**config.mk**
```make
export PLATFORM = sky130hd
export DESIGN_NAME = seis_bits_dec1_flat
export DESIGN_NICKNAME = d
export VERILOG_FILES = /design/src/rtl/seis_bits_pkg.sv /design/src/rtl/seis_bits_dec1_if.sv /design/src/rtl/seis_bits_sync.sv /design/src/rtl/seis_bits_dec1.sv /design/src/flat_wrapper.sv
export SDC_FILE = /design/constraint.sdc
export NUM_CORES = 1
export LEC_CHECK = 0
export ABC_AREA = 1
export CORE_MARGIN = 4
export CORE_UTILIZATION = 35
export CTS_CLUSTER_DIAMETER = 100
export DETAILED_ROUTE_END_ITERATION = 16
export GPL_ROUTABILITY_DRIVEN = 0
export SYNTH_ARGS = -nofsm -noshare
export SYNTH_HDL_FRONTEND = slang
export SYNTH_SLANG_ARGS = --single-unit
```
**constraint.sdc**
```tcl
create_clock -name clk -period 1.8 [get_ports clk]
set_input_delay 0.45 -clock clk [delete_from_list [all_inputs] [get_ports clk]]
set_output_delay 0.45 -clock clk [all_outputs]
set_load 0.05 [all_outputs]
```
**src/rtl/seis_bits_pkg.sv**
```systemverilog
// Shared definitions for the 6-bit dual-interface bus: idle patterns, decoder
// FSM states and the decoded-word layout.
package seis_bits_pkg;

  // A group that carries no function word sits at this pattern.
  localparam logic [2:0] IDLE_GRP = 3'b110;
  localparam logic [5:0] BUS_IDLE = {IDLE_GRP, IDLE_GRP};

  // Function word reported when both groups are idle: {a,b,c} = {0,1,1}.
  localparam logic [2:0] AMB_FUNC = 3'b011;

  typedef enum logic [0:0] {
    SETTLE,
    HOLD
  } state_e;

  typedef struct packed {
    logic [2:0] func;  // {a,b,c}, a in bit 2
    logic       sel;   // recovered d
    logic       amb;   // both groups idle
  } word_t;

  function automatic logic grp_idle(input logic [2:0] grp);
    return grp == IDLE_GRP;
  endfunction

endpackage

```
**src/rtl/seis_bits_dec1_if.sv**
```systemverilog
// Bus-side and consumer-side signals of the 6-bit receive decoder.
// master: drives the bus and the consumer ready; slave: the decoder itself.
interface seis_bits_dec1_if;

  logic [5:0] seis_bits_in;
  logic       out_valid;
  logic       out_ready;
  logic [2:0] func_out;
  logic       sel_out;
  logic       amb_out;
  logic       err_pulse;
  logic       ovr_pulse;

  modport master (
    output seis_bits_in,
    output out_ready,
    input  out_valid,
    input  func_out,
    input  sel_out,
    input  amb_out,
    input  err_pulse,
    input  ovr_pulse
  );

  modport slave (
    input  seis_bits_in,
    input  out_ready,
    output out_valid,
    output func_out,
    output sel_out,
    output amb_out,
    output err_pulse,
    output ovr_pulse
  );

endinterface

```
**src/rtl/seis_bits_sync.sv**
```systemverilog
// Two-flop synchroniser with a configurable reset value, for a bus that is
// asynchronous to clk. Bits are synchronised independently; the debounce
// downstream absorbs any skew between them.
module seis_bits_sync #(
  parameter int unsigned          WIDTH   = 6,
  parameter logic [WIDTH-1:0]     RST_VAL = '0
) (
  input  logic             clk,
  input  logic             rst_n,
  input  logic [WIDTH-1:0] din,
  output logic [WIDTH-1:0] dout
);

  logic [WIDTH-1:0] sync1;
  logic [WIDTH-1:0] sync2;

  // Two-stage capture of the asynchronous input.
  always_ff @(posedge clk or negedge rst_n) begin
    if (!rst_n) begin
      sync1 <= RST_VAL;
      sync2 <= RST_VAL;
    end else begin
      sync1 <= din;
      sync2 <= sync1;
    end
  end

  assign dout = sync2;

endmodule

```
**src/rtl/seis_bits_dec1.sv**
```systemverilog
// Receive-side decoder for the 6-bit dual-interface bus. Synchronises the
// bus, waits until it has been stable for STABLE_CYC equal samples, decodes
// which 3-bit group carries the function word and offers the result on a
// valid/ready output. Illegal settled patterns and overwritten pending words
// are flagged with single-cycle pulses.
module seis_bits_dec1
  import seis_bits_pkg::*;
#(
  parameter int unsigned STABLE_CYC = 4
) (
  input logic             clk,
  input logic             rst_n,
  seis_bits_dec1_if.slave bus
);

  localparam int unsigned      CNT_W    = (STABLE_CYC > 1) ? $clog2(STABLE_CYC) : 1;
  localparam logic [CNT_W-1:0] CNT_LAST = CNT_W'(STABLE_CYC - 1);

  logic [5:0]       sync2;
  logic [5:0]       prev;
  state_e           state_q;
  logic [CNT_W-1:0] cnt_q;
  word_t            word_q;
  logic             valid_q;
  logic             err_q;
  logic             ovr_q;

  logic             changed;
  logic             decode;
  logic             legal;
  logic             load;
  word_t            dec_word;

  // Both-idle keeps the previous sel because d cannot be recovered from the bus.
  function automatic word_t decode_bus(input logic [5:0] s, input logic sel_prev);
    word_t w;
    w.func = AMB_FUNC;
    w.sel  = sel_prev;
    w.amb  = 1'b1;
    if (grp_idle(s[5:3]) && !grp_idle(s[2:0])) begin
      w.func = {s[0], s[1], s[2]};
      w.sel  = 1'b0;
      w.amb  = 1'b0;
    end else if (grp_idle(s[2:0]) && !grp_idle(s[5:3])) begin
      w.func = {s[3], s[4], s[5]};
      w.sel  = 1'b1;
      w.amb  = 1'b0;
    end
    return w;
  endfunction

  seis_bits_sync #(
    .WIDTH   (6),
    .RST_VAL (BUS_IDLE)
  ) u_sync (
    .clk   (clk),
    .rst_n (rst_n),
    .din   (bus.seis_bits_in),
    .dout  (sync2)
  );

  // One-cycle-delayed copy of the synchronised bus for change detection.
  always_ff @(posedge clk or negedge rst_n) begin
    if (!rst_n) begin
      prev <= BUS_IDLE;
    end else begin
      prev <= sync2;
    end
  end

  // Settled-value classification and decode strobe.
  always_comb begin
    changed  = (sync2 != prev);
    decode   = (state_q == SETTLE) && !changed && (cnt_q == CNT_LAST);
    legal    = grp_idle(sync2[5:3]) || grp_idle(sync2[2:0]);
    load     = decode && legal;
    dec_word = decode_bus(sync2, word_q.sel);
  end

  // Debounce FSM with registered word, valid and status pulses.
  always_ff @(posedge clk or negedge rst_n) begin
    if (!rst_n) begin
      state_q <= SETTLE;
      cnt_q   <= '0;
      word_q  <= '0;
      valid_q <= 1'b0;
      err_q   <= 1'b0;
      ovr_q   <= 1'b0;
    end else begin
      err_q <= 1'b0;
      ovr_q <= 1'b0;

      case (state_q)
        SETTLE: begin
          if (changed) begin
            cnt_q <= '0;
          end else if (cnt_q != CNT_LAST) begin
            cnt_q <= cnt_q + CNT_W'(1);
          end else begin
            state_q <= HOLD;
            err_q   <= !legal;
          end
        end
        HOLD: begin
          // A held value is emitted once; only a new change re-arms the count.
          if (changed) begin
            cnt_q   <= '0;
            state_q <= SETTLE;
          end
        end
        default: begin
          cnt_q   <= '0;
          state_q <= SETTLE;
        end
      endcase

      if (load) begin
        word_q  <= dec_word;
        valid_q <= 1'b1;
        ovr_q   <= valid_q && !bus.out_ready;
      end else if (valid_q && bus.out_ready) begin
        valid_q <= 1'b0;
      end
    end
  end

  assign bus.out_valid = valid_q;
  assign bus.func_out  = word_q.func;
  assign bus.sel_out   = word_q.sel;
  assign bus.amb_out   = word_q.amb;
  assign bus.err_pulse = err_q;
  assign bus.ovr_pulse = ovr_q;

endmodule

```
**src/flat_wrapper.sv**
```systemverilog
// flat-port wrapper written by rule: the top's interface ports become plain ports
module seis_bits_dec1_flat import seis_bits_pkg::*;
#(
  parameter int unsigned STABLE_CYC = 4
)
  (clk, rst_n, bus_seis_bits_in, bus_out_ready, bus_out_valid, bus_func_out, bus_sel_out, bus_amb_out, bus_err_pulse, bus_ovr_pulse);
  seis_bits_dec1_if bus_i ();
  input logic clk;
  input logic rst_n;
  input wire logic [$bits(bus_i.seis_bits_in)-1:0] bus_seis_bits_in;
  input wire logic [$bits(bus_i.out_ready)-1:0] bus_out_ready;
  output wire logic [$bits(bus_i.out_valid)-1:0] bus_out_valid;
  output wire logic [$bits(bus_i.func_out)-1:0] bus_func_out;
  output wire logic [$bits(bus_i.sel_out)-1:0] bus_sel_out;
  output wire logic [$bits(bus_i.amb_out)-1:0] bus_amb_out;
  output wire logic [$bits(bus_i.err_pulse)-1:0] bus_err_pulse;
  output wire logic [$bits(bus_i.ovr_pulse)-1:0] bus_ovr_pulse;
  assign bus_i.seis_bits_in = bus_seis_bits_in;
  assign bus_i.out_ready = bus_out_ready;
  assign bus_out_valid = bus_i.out_valid;
  assign bus_func_out = bus_i.func_out;
  assign bus_sel_out = bus_i.sel_out;
  assign bus_amb_out = bus_i.amb_out;
  assign bus_err_pulse = bus_i.err_pulse;
  assign bus_ovr_pulse = bus_i.ovr_pulse;
  seis_bits_dec1 #(.STABLE_CYC(STABLE_CYC)) u_core (.clk(clk), .rst_n(rst_n), .bus(bus_i));
endmodule
```
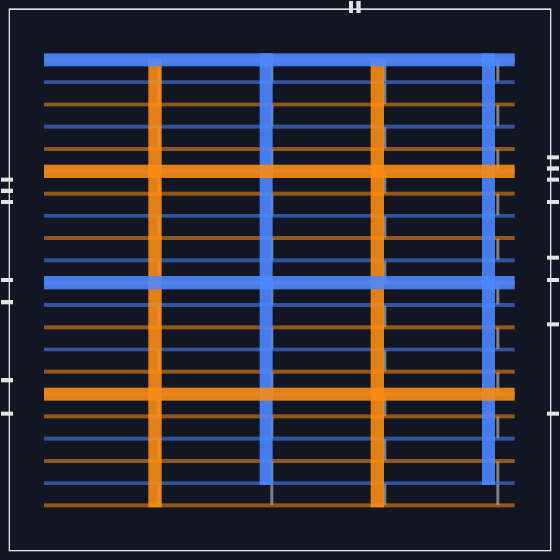
**Above:** power grid.
Pins as bars on the die edge. Tap cells in gray.
Key: VDD = blue; VSS = orange
The core has 20 rows. 44 tap cells. 21 met1 rails follow the rows.
Horiz. Die Dim: 65.9 um
maximum vdd drop: 427 uV
height of the die: 65.9 um
core box area: 3130 um2

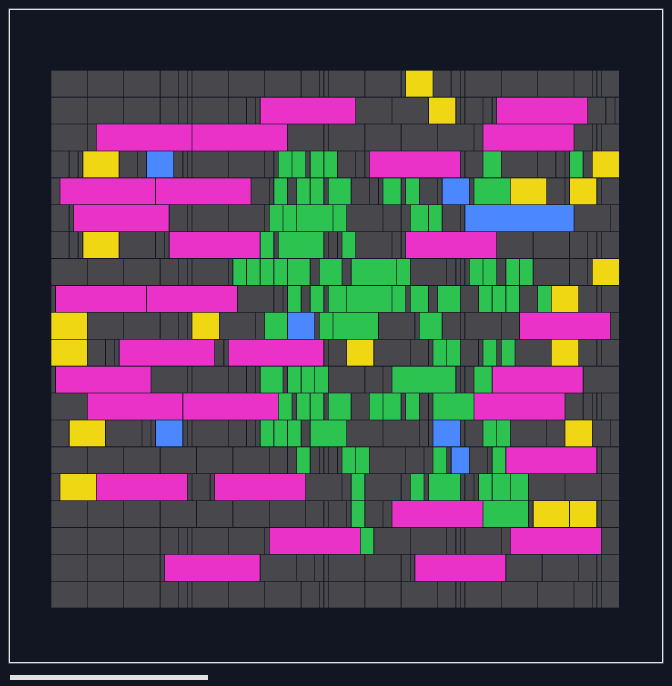
**Above:** cells colored by class.
The bar under the picture is 20 um long. Fill, decap, tap and diode cells in gray.
Key: clock drivers and dummy loads = blue [cells 7, share of their area 5.1%]; all other logic = green [cells 87, share of their area 31%]; other buffers and delay cells = yellow [cells 19, share of their area 11%]; flip-flops = magenta [cells 29, share of their area 52%]
final cell utilization of the core: 0.472
Core Rows: 20
proportion of cell area occupied by registers: 0.501

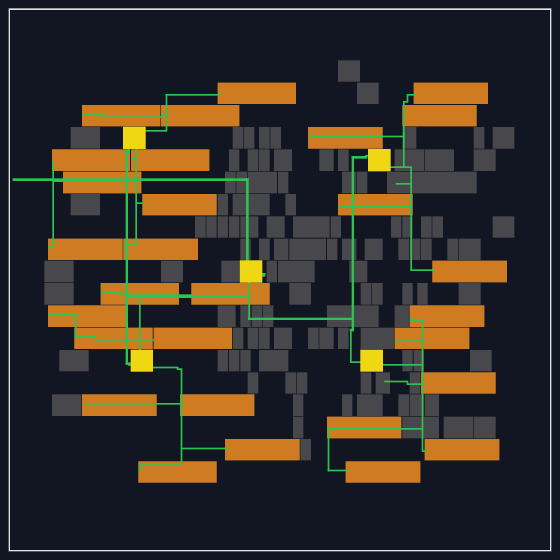
**Above:** clock network drawn from the DEF.
Key: flip-flops = orange [count 29]; clock wires = green [length 373 um]; cells driving clock nets = yellow [count 5]
Position of the flops: widely spread.
setup skew after layout: 0.00582 ns
share of total power in the clock network: 0.389
Clk. pwr: 0.497 mW

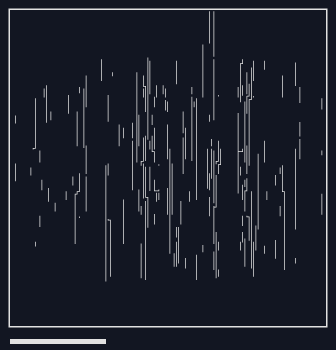
**Above:** signal wires on met2.
The bar under the picture is 20 um long.
111 nets have wire on it. The longest straight run is 24.1 um.
GR Util met2: 0.164
Via Count: 765

==> reports/summary.rpt <==
==================================================================================================
Result of the run                                                                        completed
Post-Syn Instances                                                                             116
Number of sinks driven by the clock tree                                                        29
Combined global-route utilization of all metal layers                                        0.106
Critical path startpoint category                                                        flip-flop
R2r setup slk                                                                              0.15 ns
Total of max-cap violations                                                                      0
Number of synthesized register bits                                                             29
Sequence of cells on the critical path                                                inv_1, nor3_2, inv_1, ha_1, inv_2, nand2_2, nor2_1, a21oi_1, nand3_1, nand2_1, inv_1
Critical Path Sink Type                                                                  flip-flop
Path class of the lowest-slack min-delay path                                           reg -> reg
Net count after synthesis                                                                      130
Clock transition time at the flip-flop clock pins of the worst setup and hold paths        0.09 ns
Number of cell instances after yosys synthesis                                                 116
Wire length of the first global-routing pass                                               3370 um
Clk Tree Root Cell                                                                    sky130_fd_sc_hd__clkbuf_4
Final Max Slew Viols                                                                             0
Area of the multi-input gates                                                              353 um2
Number of remaining DRC errors                                                                   0
Crit Reg-Reg Startpoint                                                               u_core.u_sync.dout[2]$_DFF_PN1_
Number of fill cells in the layout                                                             309
Synth Cell Area                                                                           1170 um2
Fmax                                                                                       607 MHz
CTS H-Tree Depth                                                                                 2
Setup repair after global routing missed its margin                                          false
Stages on the worst setup path                                                                  11
Number of buffers inserted for hold repair after clock tree synthesis                            0
Cell leakage power                                                                        0.750 nW
Power consumption                                                                          1.28 mW
I/O Buffers                                                                                     16
Endpoint of the worst setup timing path                                               u_core.bus.func_out[2]$_DFFE_PN0P_
Total count of hold-check failures in the final report                                           0
Placed Cells incl. Taps                                                                        178
CP most frequent cell                                                                 sky130_fd_sc_hd__inv_1
Deepest clock path buffer count                                                                  2
Worst EP arrival                                                                           1.91 ns
Total gr overflow                                                                                0
Count of boundary I/O pins                                                                      17
Count of endpoints failing setup in the final report                                             0
Post-synthesis cell type count                                                                  19
Biggest fanout along the worst timing path                                                       4
Insertion Delay late pin                                                                   0.32 ns
Hpwl dp                                                                                    1360 um
Worst R2R End                                                                         u_core.bus.func_out[2]$_DFFE_PN0P_
==================================================================================================
[power by group]
| part | leakage (nW) | total [mW] | switching [mW] | internal [mW] |
|---|---|---|---|---|
| registers | 0.350 | 0.697 | 0.0141 | 0.683 |
| clock network | 0.0410 | 0.497 | 0.215 | 0.282 |
| logic | 0.359 | 0.0821 | 0.0460 | 0.0361 |
| total | 0.750 | 1.28 | 0.275 | 1.00 |
[routing by layer]
layer | vias up | share of wire | global-route usage
li1 | 399 | - | -
met1 | 338 | 0.45 | 0.117
met2 | 21 | 0.45 | 0.164
met3 | 7 | 0.072 | 0.0459
met4 | 0 | 0.030 | 0.0685
met5 | - | 0 | 0
[layout make-up]
| class | count | area share |
|---|---|---|
| clock inverter | 2 | 0.0237 |
| timing repair buffer | 19 | 0.110 |
| inverter | 25 | 0.0635 |
| clock buffer | 5 | 0.0254 |
| sequential | 29 | 0.501 |
| tap | 44 | 0.0373 |
| multi-input combinational | 62 | 0.239 |
[registers in the layout, indices dropped and copies added (netlist names)]
register,count
u_core.bus.err_pulse,1
u_core.u_sync.dout,6
u_core.bus.ovr_pulse,1
u_core.bus.sel_out,1
u_core.cnt_q,2
u_core.prev,6
u_core.state_q,1
u_core.bus.amb_out,1
u_core.bus.func_out,3
u_core.bus.out_valid,1
u_core.u_sync.sync1,6
[cell families after synthesis]
| logic type | count (synthesis) | share of synthesized area |
|---|---|---|
| buffers and inverters | 25 | 0.0799 |
| AOI/OAI and AO/OA | 8 | 0.0362 |
| and+or+nand+nor | 48 | 0.193 |
| DFF | 29 | 0.630 |
| adders and majority gates | 5 | 0.0532 |
| xor gates and xnor gates | 1 | 0.00746 |
[metrics by stage]
stage / hold slack (ns) / util / worst slack (ns)
2_1_floorplan: 0.154 / - / 0.159
3_3_place_gp: 0.333 / 0.443 / 0.0641
3_5_place_dp: 0.335 / 0.443 / 0.0695
4_1_cts: 0.356 / 0.466 / 0.0274
5_1_grt: 0.364 / 0.472 / 0.0216
6_report: 0.353 / 0.472 / 0.151
[timing repair]
item,in CTS,in global routing
buffers inserted,0,1
gates resized,0,5
endpoints found under the setup margin,0,7
[cell usage after synthesis (all sizes together)]
cell	count	area, um2
a21oi	2	10.0
dfrtp	17	425
nor3	4	25.0
xnor2	1	8.76
nand3	3	27.5
ha	5	62.6
dfstp	12	315
inv	25	93.8
nor2	9	48.8
nand2	30	113
o22ai	2	12.5
o21ai	4	20.0
nand4	2	12.5
[cells in the final DEF (no fill, tap or decap), types with 3 or more instances in the layout]
| master | instances |
|---|---|
| sky130_fd_sc_hd__clkbuf_4 | 5 |
| sky130_fd_sc_hd__nand2_1 | 29 |
| sky130_fd_sc_hd__dfstp_2 | 12 |
| sky130_fd_sc_hd__clkdlybuf4s50_1 | 8 |
| sky130_fd_sc_hd__ha_1 | 5 |
| sky130_fd_sc_hd__nor2_2 | 3 |
| sky130_fd_sc_hd__nor2_1 | 5 |
| sky130_fd_sc_hd__dfrtp_1 | 17 |
| sky130_fd_sc_hd__nor3_2 | 3 |
| sky130_fd_sc_hd__inv_2 | 5 |
| sky130_fd_sc_hd__inv_1 | 20 |
| sky130_fd_sc_hd__buf_4 | 11 |
Power figures rest on the tool's default switching activity, not on a simulated workload.
